--- config.mk ---
export PLATFORM = sky130hd
export DESIGN_NAME = inverse_arith_serial
export DESIGN_NICKNAME = d
export VERILOG_FILES = /design/src/rtl/inverse_arith_serial.sv
export SDC_FILE = /design/constraint.sdc
export NUM_CORES = 1
export LEC_CHECK = 0
export ABC_AREA = 1
export CAP_MARGIN = 20
export CORE_ASPECT_RATIO = 1.25
export CORE_UTILIZATION = 40
export DETAILED_ROUTE_END_ITERATION = 12
export PLACE_DENSITY = 0.7
export SLEW_MARGIN = 5
export SYNTH_ARGS = -nofsm -noshare
export SYNTH_HDL_FRONTEND = slang
export SYNTH_SLANG_ARGS = --single-unit
--- constraint.sdc ---
create_clock -name clk -period 2.4 [get_ports clk]
set_input_delay 0.36 -clock clk [delete_from_list [all_inputs] [get_ports clk]]
set_output_delay 0.36 -clock clk [all_outputs]
set_load 0.05 [all_outputs]
--- src/rtl/inverse_arith_serial.sv ---
// Bit-serial inverse of the 3-bit arithmetic circuit: recovers A (or B for op 11)
// from the forward result g, one bit per clock through a single full adder.
module inverse_arith_serial (
    input  logic       clk,
    input  logic       rst,
    input  logic       in_valid,
    output logic       in_ready,
    input  logic       s0,
    input  logic       s1,
    input  logic [2:0] g,
    input  logic [2:0] b,
    output logic [2:0] r,
    output logic       ovf,
    output logic       out_valid,
    input  logic       out_ready
);
    typedef enum logic [1:0] {IDLE, CALC, DONE} state_t;

    state_t     state_reg, state_next;
    logic [1:0] idx_reg;
    logic [1:0] op_reg;
    logic       carry_reg;
    logic [2:0] g_reg, b_reg;
    logic [1:0] res_reg, res_next;
    logic [2:0] r_reg;
    logic       ovf_reg;

    logic [1:0] op_in;
    logic       cin_in;
    logic [2:0] x_vec, y_vec;
    logic       x_bit, y_bit, sum_bit, carry_out;

    assign op_in  = {s1, s0};
    // Only the a-b inverse (g+b) starts with carry 0; the rest add 1 for +1 / two's negation.
    assign cin_in = (op_in != 2'b10);

    always_comb begin
        x_vec = g_reg;
        y_vec = 3'b000;
        case (op_reg)
            2'b00: begin x_vec = g_reg;  y_vec = 3'b000; end
            2'b01: begin x_vec = g_reg;  y_vec = ~b_reg; end
            2'b10: begin x_vec = g_reg;  y_vec = b_reg;  end
            2'b11: begin x_vec = 3'b000; y_vec = ~g_reg; end
            default: ;
        endcase
    end

    always_comb begin
        x_bit = x_vec[0];
        y_bit = y_vec[0];
        case (idx_reg)
            2'd1: begin x_bit = x_vec[1]; y_bit = y_vec[1]; end
            2'd2: begin x_bit = x_vec[2]; y_bit = y_vec[2]; end
            default: ;
        endcase
    end

    assign sum_bit   = x_bit ^ y_bit ^ carry_reg;
    assign carry_out = (x_bit & y_bit) | (x_bit & carry_reg) | (y_bit & carry_reg);

    // Low result bits accumulate privately so r only changes when the result completes.
    genvar gi;
    generate
        for (gi = 0; gi < 2; gi++) begin : g_res
            assign res_next[gi] = (state_reg == CALC && idx_reg == 2'(gi)) ? sum_bit : res_reg[gi];
        end
    endgenerate

    always_ff @(posedge clk or posedge rst) begin
        if (rst) begin
            state_reg <= IDLE;
            idx_reg   <= 2'd0;
            op_reg    <= 2'b00;
            carry_reg <= 1'b0;
            g_reg     <= 3'b000;
            b_reg     <= 3'b000;
            res_reg   <= 2'b00;
            r_reg     <= 3'b000;
            ovf_reg   <= 1'b0;
        end else begin
            state_reg <= state_next;
            res_reg   <= res_next;
            case (state_reg)
                IDLE: begin
                    if (in_valid) begin
                        op_reg    <= op_in;
                        g_reg     <= g;
                        b_reg     <= b;
                        carry_reg <= cin_in;
                        idx_reg   <= 2'd0;
                    end
                end
                CALC: begin
                    carry_reg <= carry_out;
                    if (idx_reg == 2'd2) begin
                        idx_reg <= 2'd0;
                        r_reg   <= {sum_bit, res_reg};
                        ovf_reg <= carry_reg ^ carry_out;
                    end else begin
                        idx_reg <= idx_reg + 2'd1;
                    end
                end
                default: ;
            endcase
        end
    end

    always_comb begin
        state_next = state_reg;
        case (state_reg)
            IDLE:    if (in_valid) state_next = CALC;
            CALC:    if (idx_reg == 2'd2) state_next = DONE;
            DONE:    if (out_ready) state_next = IDLE;
            default: state_next = IDLE;
        endcase
    end

    assign in_ready  = (state_reg == IDLE);
    assign out_valid = (state_reg == DONE);
    assign r         = r_reg;
    assign ovf       = ovf_reg;
endmodule
==> impl_metrics.env <==
# source this file to load flow results
export IMPL_grt_util_all_layers=0.162
export IMPL_cts_resized_gates=0
export IMPL_die_area_um2=2630
export IMPL_fin_cells=162
export IMPL_synthArstFlopShare=1.00
export IMPL_syn_inst=112
export IMPL_power_leakage_nw=0.584
export IMPL_critPathArrivalTime_ps=1710
export IMPL_mux_share=0
export IMPL_grt_pass1_wl_mm=3.13
export IMPL_compound_area_frac=0.107
export IMPL_syn_to_final_growth_pct=22.6
export IMPL_period_needed_ps=2070
export IMPL_setup_viol=0
export IMPL_synth_simple_area_share=0.257
export IMPL_antenna_cells=0
export IMPL_cts_tree="built"
export IMPL_worst_setup_path_end_kind="output pin"
export IMPL_viasPerCell=4.54
export IMPL_ys_ff=19
export IMPL_ys_warn_count=0
export IMPL_fin_ws_ps=328
export IMPL_ys_seq_share=0.490
export IMPL_edf_count=0
export IMPL_drive_gt1_frac=0.0992
export IMPL_antenna_found_initial=0
export IMPL_synth_area_per_cell_um2=8.66
export IMPL_reg2reg_setup_slack_ps=510
export IMPL_run_status="finished, final reports clean"
export IMPL_firstDrtPassIters=4
export IMPL_clkTransAtPathRegs_ps=110
export IMPL_fmax_ghz=0.483
export IMPL_ir_drop_mv=0.650
export IMPL_clock_sinks=19
export IMPL_overflow=0
export IMPL_port_buffers=17
export IMPL_ys_types=22
export IMPL_dp_hpwl_mm=1.32
export IMPL_synthTopCellsByArea="dfrtp_1 49%, nand2_1 17%, ha_1 5.2%, o21ai_0 4.1%, inv_1 3.9%"
export IMPL_synthTopLogicFamily="simple AND/OR/NAND/NOR gates"
export IMPL_power_mw=1.62
export IMPL_met2WireLength_um=892
export IMPL_synth_top_area_share=0.490
export IMPL_report_final_slew_viol_count=0
export IMPL_path_class="reg2out"
export IMPL_worstPathMaxFanout=4
export IMPL_post_route_period_util=0.863
export IMPL_fin_nets=149
export IMPL_hp_class="in2async"
export IMPL_post_cts_setup_buffers=0
export IMPL_maxSlewHeadroom=0.526
export IMPL_rsz0062_at_grt="no"
power breakdown:
part | switching (mW) | internal [mW] | total [mW] | leakage [nW]
clock | 0.0966 | 0.0647 | 0.161 | 0.0150
sequential | 0.124 | 0.468 | 0.592 | 0.239
combinational | 0.550 | 0.320 | 0.870 | 0.330
total | 0.771 | 0.853 | 1.62 | 0.584
layout make-up:
type,instances,area [um2]
fillers,242,1050
flip-flops and latches,19,475
multi-input cells,79,432
repair buffers,17,170
inverters,12,46.3
well taps,31,38.8
clock buffers,4,26.3
cells in the final DEF, fill, tap and decap left out:
cell type         n
dfrtp_1          19
clkinv_2          1
nand3_1           6
nor2_1            1
clkdlybuf4s50_1  17
ha_1              4
o211ai_2          1
inv_2             1
xnor2_1           1
fa_1              1
nand2_2           1
nand2_1          43
o21ai_1           4
nand3b_1          1
clkbuf_1          1
nor2_2            1
inv_1            10
clkbuf_4          3
o21ai_2           2
o31ai_1           1
nand2_4           3
a31oi_1           1
o21ai_0           8
cell families (layout without fill, tap and decap cells):
logic type / Yosys count / after routing
adder cells (fa/ha/maj): 5 / 5
flip-flops: 19 / 19
XOR/XNOR: 1 / 1
AND-OR/OR-AND: 17 / 17
buffers and inverters: 14 / 33
AND/OR/NAND/NOR: 56 / 56
metrics by stage:
step / util / area, um2 / hold WS (ps)
after floorplan: - / 970 / 311
after global placement: 0.520 / 1160 / 460
after detailed placement: 0.520 / 1160 / 465
after CTS: 0.532 / 1190 / 492
after global routing: 0.532 / 1190 / 517
final: 0.532 / 1190 / 466
per-layer routing:
layer,up-vias,track usage
li1,391,-
met1,326,0.191
met2,17,0.280
met3,2,0.0190
met4,0,0.0756
met5,-,0
critical path, cell delays in order, from the launching register on:
cell	delay, ps
dfrtp_1	450
nor2_2	140
clkdlybuf4s50_1	820
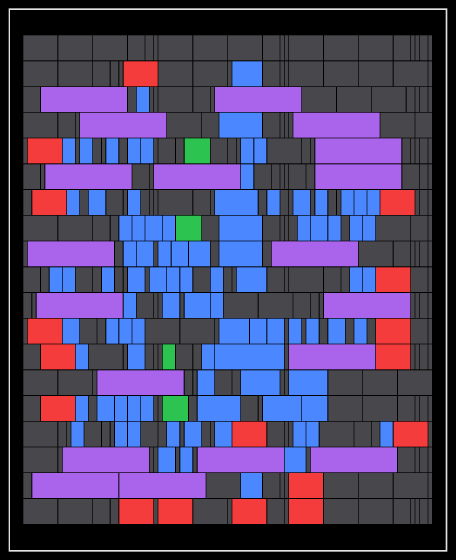
placement_by_type.png
Fill, decap, tap and diode cells in gray.
Purple marks flops, cells 19, share of their area 41%. Blue marks combinational and other logic, cells 91, share of their area 42%. Green marks clock drivers and dummy loads, cells 4, share of their area 2.3%. Red marks other buffers and delay cells, cells 17, share of their area 15%.
Layout Utilization: 0.532
# rows: 19

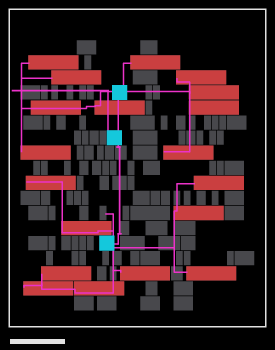
clk_routes.png
Scale bar: 10 um.
Cyan marks clock drivers, count 3. Red marks flip-flops, count 19. Magenta marks clock wires, length 235 um.
There are 4 routed clock nets.
clock network power share: 0.099
Worst Clk Skew: 9.16 ps
clock group total power: 161 uW
clk_lat worst skew: 300 ps

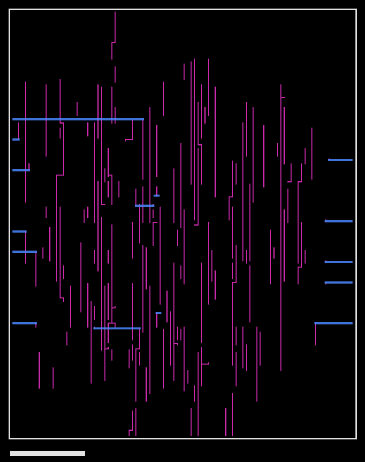
wires.png
Scale bar: 10 um. Only two layers are drawn.
Blue marks metal 3, wire length 54.5 um. Magenta marks metal 2, wire length 893 um.

Power figures rest on the tool's default switching activity, not on a simulated workload.
